`config.mk`:
```
export PLATFORM = sky130hd
export DESIGN_NAME = lfa_nav_controller_flat
export DESIGN_NICKNAME = d
export VERILOG_FILES = /design/src/rtl/lfa_nav_if.sv /design/src/rtl/lfa_nav_controller.sv /design/src/flat_wrapper.sv
export SDC_FILE = /design/constraint.sdc
export NUM_CORES = 1
export LEC_CHECK = 0
export ABC_AREA = 1
export CAP_MARGIN = 20
export CORE_MARGIN = 1
export CORE_UTILIZATION = 57
export CTS_CLUSTER_DIAMETER = 150
export DETAILED_ROUTE_END_ITERATION = 10
export PLACE_DENSITY = 0.95
export SETUP_SLACK_MARGIN = 0.15
export SLEW_MARGIN = 10
export SYNTH_ARGS = -nofsm -noshare
export SYNTH_HDL_FRONTEND = slang
export SYNTH_SLANG_ARGS = --single-unit
```
`constraint.sdc`:
```
create_clock -name clk_3125KHz -period 6.15 [get_ports clk_3125KHz]
set_input_delay 1.23 -clock clk_3125KHz [delete_from_list [all_inputs] [get_ports clk_3125KHz]]
set_output_delay 1.23 -clock clk_3125KHz [all_outputs]
set_load 0.1 [all_outputs]
```
`src/rtl/lfa_nav_if.sv`:
```
// Sensor, command and motor signal bundle for the line-follower navigation block.
// The master drives sensors and commands; the slave drives motors and status.
interface lfa_nav_if #(
    parameter int ADC_W  = 12,
    parameter int DUTY_W = 5,
    parameter int CNT_W  = 8
) ();
    logic [ADC_W-1:0]  left;
    logic [ADC_W-1:0]  middle;
    logic [ADC_W-1:0]  right;
    logic [1:0]        turn_cmd;
    logic              cmd_valid;
    logic              cmd_ready;
    logic              end_path;
    logic              m1_a;
    logic              m1_b;
    logic              m2_a;
    logic              m2_b;
    logic [DUTY_W-1:0] dc1;
    logic [DUTY_W-1:0] dc2;
    logic              node_flag;
    logic              node_changed;
    logic [CNT_W-1:0]  node_count;
    logic              fault;

    modport master (
        output left, middle, right, turn_cmd, cmd_valid, end_path,
        input  cmd_ready, m1_a, m1_b, m2_a, m2_b, dc1, dc2,
        input  node_flag, node_changed, node_count, fault
    );

    modport slave (
        input  left, middle, right, turn_cmd, cmd_valid, end_path,
        output cmd_ready, m1_a, m1_b, m2_a, m2_b, dc1, dc2,
        output node_flag, node_changed, node_count, fault
    );
endinterface

```
`src/rtl/lfa_nav_controller.sv`:
```
// Line-follower navigation: sensor pattern decode, node debounce, turn sequencing.
// Every output is a single register stage away from the sampled sensors.
module lfa_nav_controller #(
    parameter int ADC_W        = 12,
    parameter int HI_TH        = 1000,
    parameter int LO_TH        = 200,
    parameter int DUTY_W       = 5,
    parameter int DEBOUNCE     = 8,
    parameter int TURN_MIN     = 3125,
    parameter int TURN_TIMEOUT = 31250,
    parameter int LOST_CYC     = 1563,
    parameter int CNT_W        = 8
) (
    input logic     clk_3125KHz,
    input logic     reset,
    lfa_nav_if.slave bus
);
    localparam int DB_W = $clog2(DEBOUNCE + 1);
    localparam int TC_W = $clog2(TURN_TIMEOUT + 1);
    localparam int LC_W = $clog2(LOST_CYC + 1);

    localparam logic [DUTY_W-1:0] D5  = DUTY_W'(5);
    localparam logic [DUTY_W-1:0] D10 = DUTY_W'(10);
    localparam logic [DUTY_W-1:0] D12 = DUTY_W'(12);
    localparam logic [DUTY_W-1:0] D18 = DUTY_W'(18);
    localparam logic [DUTY_W-1:0] D20 = DUTY_W'(20);
    localparam logic [DUTY_W-1:0] D22 = DUTY_W'(22);

    typedef enum logic [2:0] {
        S_FOLLOW, S_NODE, S_WAIT, S_TURN, S_STOP, S_LOST
    } state_t;

    typedef enum logic [2:0] {
        P_NODE, P_DRIFT_R, P_DRIFT_L, P_ALL_W, P_STRAIGHT, P_AMBIG
    } pat_t;

    state_t            r_state;
    state_t            w_state;
    pat_t              w_pat;
    logic [3:0]        r_dir;
    logic [3:0]        w_dir;
    logic [DUTY_W-1:0] r_dc1;
    logic [DUTY_W-1:0] r_dc2;
    logic [DUTY_W-1:0] w_dc1;
    logic [DUTY_W-1:0] w_dc2;
    logic              r_flag;
    logic              r_chg;
    logic [CNT_W-1:0]  r_cnt;
    logic              r_fault;
    logic              r_rdy;
    logic              r_buf_v;
    logic              w_buf_v;
    logic [1:0]        r_buf_cmd;
    logic [1:0]        w_buf_cmd;
    logic [1:0]        r_cmd;
    logic [1:0]        w_cmd;
    logic [DB_W-1:0]   r_dbc;
    logic [DB_W-1:0]   w_dbc;
    logic [TC_W-1:0]   r_tcnt;
    logic [TC_W-1:0]   w_tcnt;
    logic [LC_W-1:0]   r_lost;
    logic [LC_W-1:0]   w_lost;
    logic              w_done;
    logic              w_xfer;
    logic              w_lb, w_mb, w_rb;
    logic              w_lw, w_mw, w_rw;

    assign w_lb = bus.left   > ADC_W'(HI_TH);
    assign w_mb = bus.middle > ADC_W'(HI_TH);
    assign w_rb = bus.right  > ADC_W'(HI_TH);
    assign w_lw = bus.left   < ADC_W'(LO_TH);
    assign w_mw = bus.middle < ADC_W'(LO_TH);
    assign w_rw = bus.right  < ADC_W'(LO_TH);

    always_comb begin
        w_pat = P_AMBIG;
        if (w_lb && w_mb && w_rb)      w_pat = P_NODE;
        else if (w_rb && w_lw)         w_pat = P_DRIFT_R;
        else if (w_lb && w_rw)         w_pat = P_DRIFT_L;
        else if (w_lw && w_mw && w_rw) w_pat = P_ALL_W;
        else if (w_lw && w_mb && w_rw) w_pat = P_STRAIGHT;
    end

    assign w_xfer = bus.cmd_valid & r_rdy;

    always_comb begin
        w_state   = r_state;
        w_buf_v   = r_buf_v;
        w_buf_cmd = r_buf_cmd;
        w_cmd     = r_cmd;
        w_dbc     = '0;
        w_tcnt    = '0;
        w_lost    = '0;
        w_done    = 1'b0;
        unique case (r_state)
            S_FOLLOW: begin
                if (w_pat == P_NODE) begin
                    w_state = S_NODE;
                    w_dbc   = DB_W'(1);
                end else if (w_pat == P_ALL_W) begin
                    if (r_lost == LC_W'(LOST_CYC - 1)) w_state = S_LOST;
                    else w_lost = r_lost + 1'b1;
                end
            end
            S_NODE: begin
                if (w_pat != P_NODE) begin
                    w_state = S_FOLLOW;
                end else if (r_dbc == DB_W'(DEBOUNCE - 1)) begin
                    if (r_buf_v) begin
                        w_state = S_TURN;
                        w_cmd   = r_buf_cmd;
                        w_buf_v = 1'b0;
                    end else begin
                        w_state = S_WAIT;
                    end
                end else begin
                    w_dbc = r_dbc + 1'b1;
                end
            end
            S_WAIT: begin
                // a command that slipped in on the confirm cycle sits in the buffer
                if (r_buf_v) begin
                    w_state = S_TURN;
                    w_cmd   = r_buf_cmd;
                    w_buf_v = 1'b0;
                end else if (w_xfer) begin
                    w_state = S_TURN;
                    w_cmd   = bus.turn_cmd;
                end
            end
            S_TURN: begin
                if (r_tcnt >= TC_W'(TURN_MIN) && w_pat == P_STRAIGHT) begin
                    w_state = S_FOLLOW;
                    w_done  = 1'b1;
                end else if (r_tcnt == TC_W'(TURN_TIMEOUT - 1)) begin
                    w_state = S_LOST;
                end else begin
                    w_tcnt = r_tcnt + 1'b1;
                end
            end
            default: ;
        endcase
        if (w_xfer && r_state != S_WAIT) begin
            w_buf_v   = 1'b1;
            w_buf_cmd = bus.turn_cmd;
        end
        if (bus.end_path) begin
            w_state   = S_STOP;
            w_done    = 1'b0;
            w_buf_v   = r_buf_v;
            w_buf_cmd = r_buf_cmd;
            w_cmd     = r_cmd;
        end
    end

    always_comb begin
        w_dir = r_dir;
        w_dc1 = r_dc1;
        w_dc2 = r_dc2;
        unique case (w_state)
            S_FOLLOW, S_NODE: begin
                // ambiguous and all-white samples keep whatever was driven last
                case (w_pat)
                    P_NODE, P_STRAIGHT: begin
                        w_dir = 4'b1010; w_dc1 = D10; w_dc2 = D10;
                    end
                    P_DRIFT_R: begin
                        w_dir = 4'b1010; w_dc1 = D20; w_dc2 = D10;
                    end
                    P_DRIFT_L: begin
                        w_dir = 4'b1010; w_dc1 = D10; w_dc2 = D20;
                    end
                    default: ;
                endcase
            end
            S_TURN: begin
                unique case (w_cmd)
                    2'd0: begin w_dir = 4'b1010; w_dc1 = D10; w_dc2 = D10; end
                    2'd1: begin w_dir = 4'b1001; w_dc1 = D18; w_dc2 = D5;  end
                    2'd2: begin w_dir = 4'b1001; w_dc1 = D12; w_dc2 = D22; end
                    2'd3: begin w_dir = 4'b0110; w_dc1 = D5;  w_dc2 = D18; end
                endcase
            end
            default: begin
                w_dir = 4'b0000; w_dc1 = '0; w_dc2 = '0;
            end
        endcase
    end

    always_ff @(posedge clk_3125KHz or posedge reset) begin
        if (reset) begin
            r_state   <= S_FOLLOW;
            r_dir     <= '0;
            r_dc1     <= '0;
            r_dc2     <= '0;
            r_flag    <= 1'b0;
            r_chg     <= 1'b0;
            r_cnt     <= '0;
            r_fault   <= 1'b0;
            r_rdy     <= 1'b0;
            r_buf_v   <= 1'b0;
            r_buf_cmd <= '0;
            r_cmd     <= '0;
            r_dbc     <= '0;
            r_tcnt    <= '0;
            r_lost    <= '0;
        end else begin
            r_state   <= w_state;
            r_dir     <= w_dir;
            r_dc1     <= w_dc1;
            r_dc2     <= w_dc2;
            r_flag    <= (w_state == S_NODE) || (w_state == S_TURN);
            r_chg     <= w_done;
            if (w_done) r_cnt <= r_cnt + 1'b1;
            r_fault   <= r_fault | (w_state == S_LOST);
            r_rdy     <= !w_buf_v && w_state != S_STOP && w_state != S_LOST;
            r_buf_v   <= w_buf_v;
            r_buf_cmd <= w_buf_cmd;
            r_cmd     <= w_cmd;
            r_dbc     <= w_dbc;
            r_tcnt    <= w_tcnt;
            r_lost    <= w_lost;
        end
    end

    assign bus.m1_a         = r_dir[3];
    assign bus.m1_b         = r_dir[2];
    assign bus.m2_a         = r_dir[1];
    assign bus.m2_b         = r_dir[0];
    assign bus.dc1          = r_dc1;
    assign bus.dc2          = r_dc2;
    assign bus.node_flag    = r_flag;
    assign bus.node_changed = r_chg;
    assign bus.node_count   = r_cnt;
    assign bus.fault        = r_fault;
    assign bus.cmd_ready    = r_rdy;
endmodule

```
`src/flat_wrapper.sv`:
```
// flat-port wrapper written by rule: the top's interface ports become plain ports
module lfa_nav_controller_flat 
#(
    parameter int ADC_W        = 12,
    parameter int HI_TH        = 1000,
    parameter int LO_TH        = 200,
    parameter int DUTY_W       = 5,
    parameter int DEBOUNCE     = 8,
    parameter int TURN_MIN     = 3125,
    parameter int TURN_TIMEOUT = 31250,
    parameter int LOST_CYC     = 1563,
    parameter int CNT_W        = 8
)
  (clk_3125KHz, reset, bus_left, bus_middle, bus_right, bus_turn_cmd, bus_cmd_valid, bus_end_path, bus_cmd_ready, bus_m1_a, bus_m1_b, bus_m2_a, bus_m2_b, bus_dc1, bus_dc2, bus_node_flag, bus_node_changed, bus_node_count, bus_fault);
  lfa_nav_if #(.ADC_W(ADC_W), .DUTY_W(DUTY_W), .CNT_W(CNT_W)) bus_i ();
  input logic clk_3125KHz;
  input logic reset;
  input wire logic [$bits(bus_i.left)-1:0] bus_left;
  input wire logic [$bits(bus_i.middle)-1:0] bus_middle;
  input wire logic [$bits(bus_i.right)-1:0] bus_right;
  input wire logic [$bits(bus_i.turn_cmd)-1:0] bus_turn_cmd;
  input wire logic [$bits(bus_i.cmd_valid)-1:0] bus_cmd_valid;
  input wire logic [$bits(bus_i.end_path)-1:0] bus_end_path;
  output wire logic [$bits(bus_i.cmd_ready)-1:0] bus_cmd_ready;
  output wire logic [$bits(bus_i.m1_a)-1:0] bus_m1_a;
  output wire logic [$bits(bus_i.m1_b)-1:0] bus_m1_b;
  output wire logic [$bits(bus_i.m2_a)-1:0] bus_m2_a;
  output wire logic [$bits(bus_i.m2_b)-1:0] bus_m2_b;
  output wire logic [$bits(bus_i.dc1)-1:0] bus_dc1;
  output wire logic [$bits(bus_i.dc2)-1:0] bus_dc2;
  output wire logic [$bits(bus_i.node_flag)-1:0] bus_node_flag;
  output wire logic [$bits(bus_i.node_changed)-1:0] bus_node_changed;
  output wire logic [$bits(bus_i.node_count)-1:0] bus_node_count;
  output wire logic [$bits(bus_i.fault)-1:0] bus_fault;
  assign bus_i.left = bus_left;
  assign bus_i.middle = bus_middle;
  assign bus_i.right = bus_right;
  assign bus_i.turn_cmd = bus_turn_cmd;
  assign bus_i.cmd_valid = bus_cmd_valid;
  assign bus_i.end_path = bus_end_path;
  assign bus_cmd_ready = bus_i.cmd_ready;
  assign bus_m1_a = bus_i.m1_a;
  assign bus_m1_b = bus_i.m1_b;
  assign bus_m2_a = bus_i.m2_a;
  assign bus_m2_b = bus_i.m2_b;
  assign bus_dc1 = bus_i.dc1;
  assign bus_dc2 = bus_i.dc2;
  assign bus_node_flag = bus_i.node_flag;
  assign bus_node_changed = bus_i.node_changed;
  assign bus_node_count = bus_i.node_count;
  assign bus_fault = bus_i.fault;
  lfa_nav_controller #(.ADC_W(ADC_W), .HI_TH(HI_TH), .LO_TH(LO_TH), .DUTY_W(DUTY_W), .DEBOUNCE(DEBOUNCE), .TURN_MIN(TURN_MIN), .TURN_TIMEOUT(TURN_TIMEOUT), .LOST_CYC(LOST_CYC), .CNT_W(CNT_W)) u_core (.clk_3125KHz(clk_3125KHz), .reset(reset), .bus(bus_i));
endmodule
```
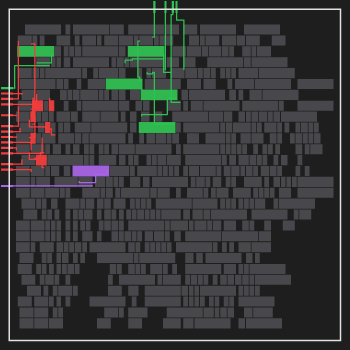
Figure 1: nets reached from selected ports.
(4 px per µm)
legend:
  green:
    port: bus_dc1
    bits: 5
    direction: output
    end_cells: 5
    buffers: 5
    wire: 146 µm
  purple:
    port: bus_fault
    bits: 1
    direction: output
    end_cells: 1
    buffers: 1
    wire: 30.9 µm
  red:
    port: bus_right
    bits: 12
    direction: input
    end_cells: 8
    buffers: 12
    wire: 124 µm

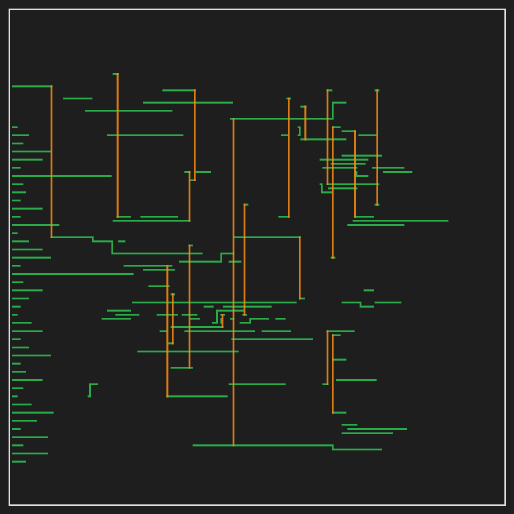
Figure 2: routed metal, one colour a layer.
(6 px per µm) Two of the layers only.
legend:
  green:
    layer: M3
    wire_length: 664 µm
  orange:
    layer: M4
    wire_length: 325 µm

==> impl_metrics.yaml <==
# generated from flow reports
die:
  core_area_mm2: 0.00606
  row_count: 28
  initial_utilization_pct: 60.8
  dieArea_mm2: 0.00679
  die_y_um: 82.4
detailed_routing:
  met2WireLength_um: 4670
  drt-met1-wl_um: 3410
  wl_um: 9070
  wl_per_cell_um: 14.2
layout:
  drive_gt1_share_pct: 6.57
  final_util_pct: 76.2
  n_clock_buffer: 10
clock_tree:
  clock-root-buffer: "clkbuf_8"
synth:
  ys.flop_type: "dfrtp_1"
  ys_sh_adder_pct: 4.07
  edf_count: 0
  ys_top_logic_family: "simple AND/OR/NAND/NOR gates"
critical_path:
  crit_family: "simple AND/OR/NAND/NOR gates"
  crit_type: "in -> reg"
  crit_path_end_kind: "flop"
  endpoint: "u_core.bus.dc2[4]"
  r2r_start: "u_core.r_dbc[0]"
power:
  finalPower_mw: 0.813
  p_per_area_mw_per_mm2: 176
status:
  status: "complete, no violations"
global_routing:
  grt_overflow: 0
  track_usage_pct: 29.0
final_timing:
  tightest_slew_ns: 0.995
  totalNegativeSetupSlack_ns: 0
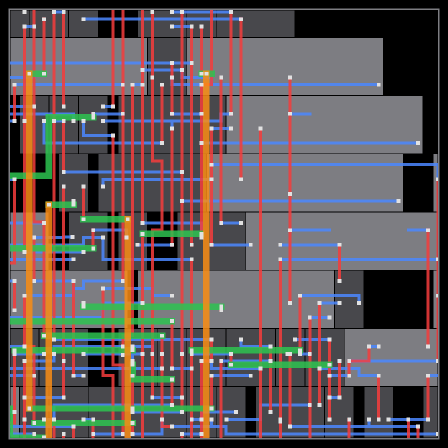
Figure 3: zoomed window.
Region (52, 52) to (72, 72) µm. Cells in grey, sequential cells in the stronger grey; small squares are vias.
legend:
  blue:
    layer: M1
  red:
    layer: M2
  green:
    layer: M3
  orange:
    layer: M4
most frequent: dfrtp_1 (7), nor2_1 (6), nand2_1 (5)
sequential cells in the window: 7
cells with their middle in the window: 34
netlist names of flops here include: u_core.bus.node_count (4), u_core.r_tcnt (3)

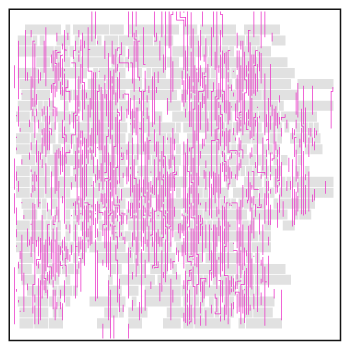
Figure 4: M2 wires.
(4 px per µm)
longest straight run: 25.2 µm
main direction: vertical
share of all routed wire: 51%
nets with wire on the layer: 537
wire length on this layer: 4670 µm

Power is estimated from default activity; no workload was simulated.
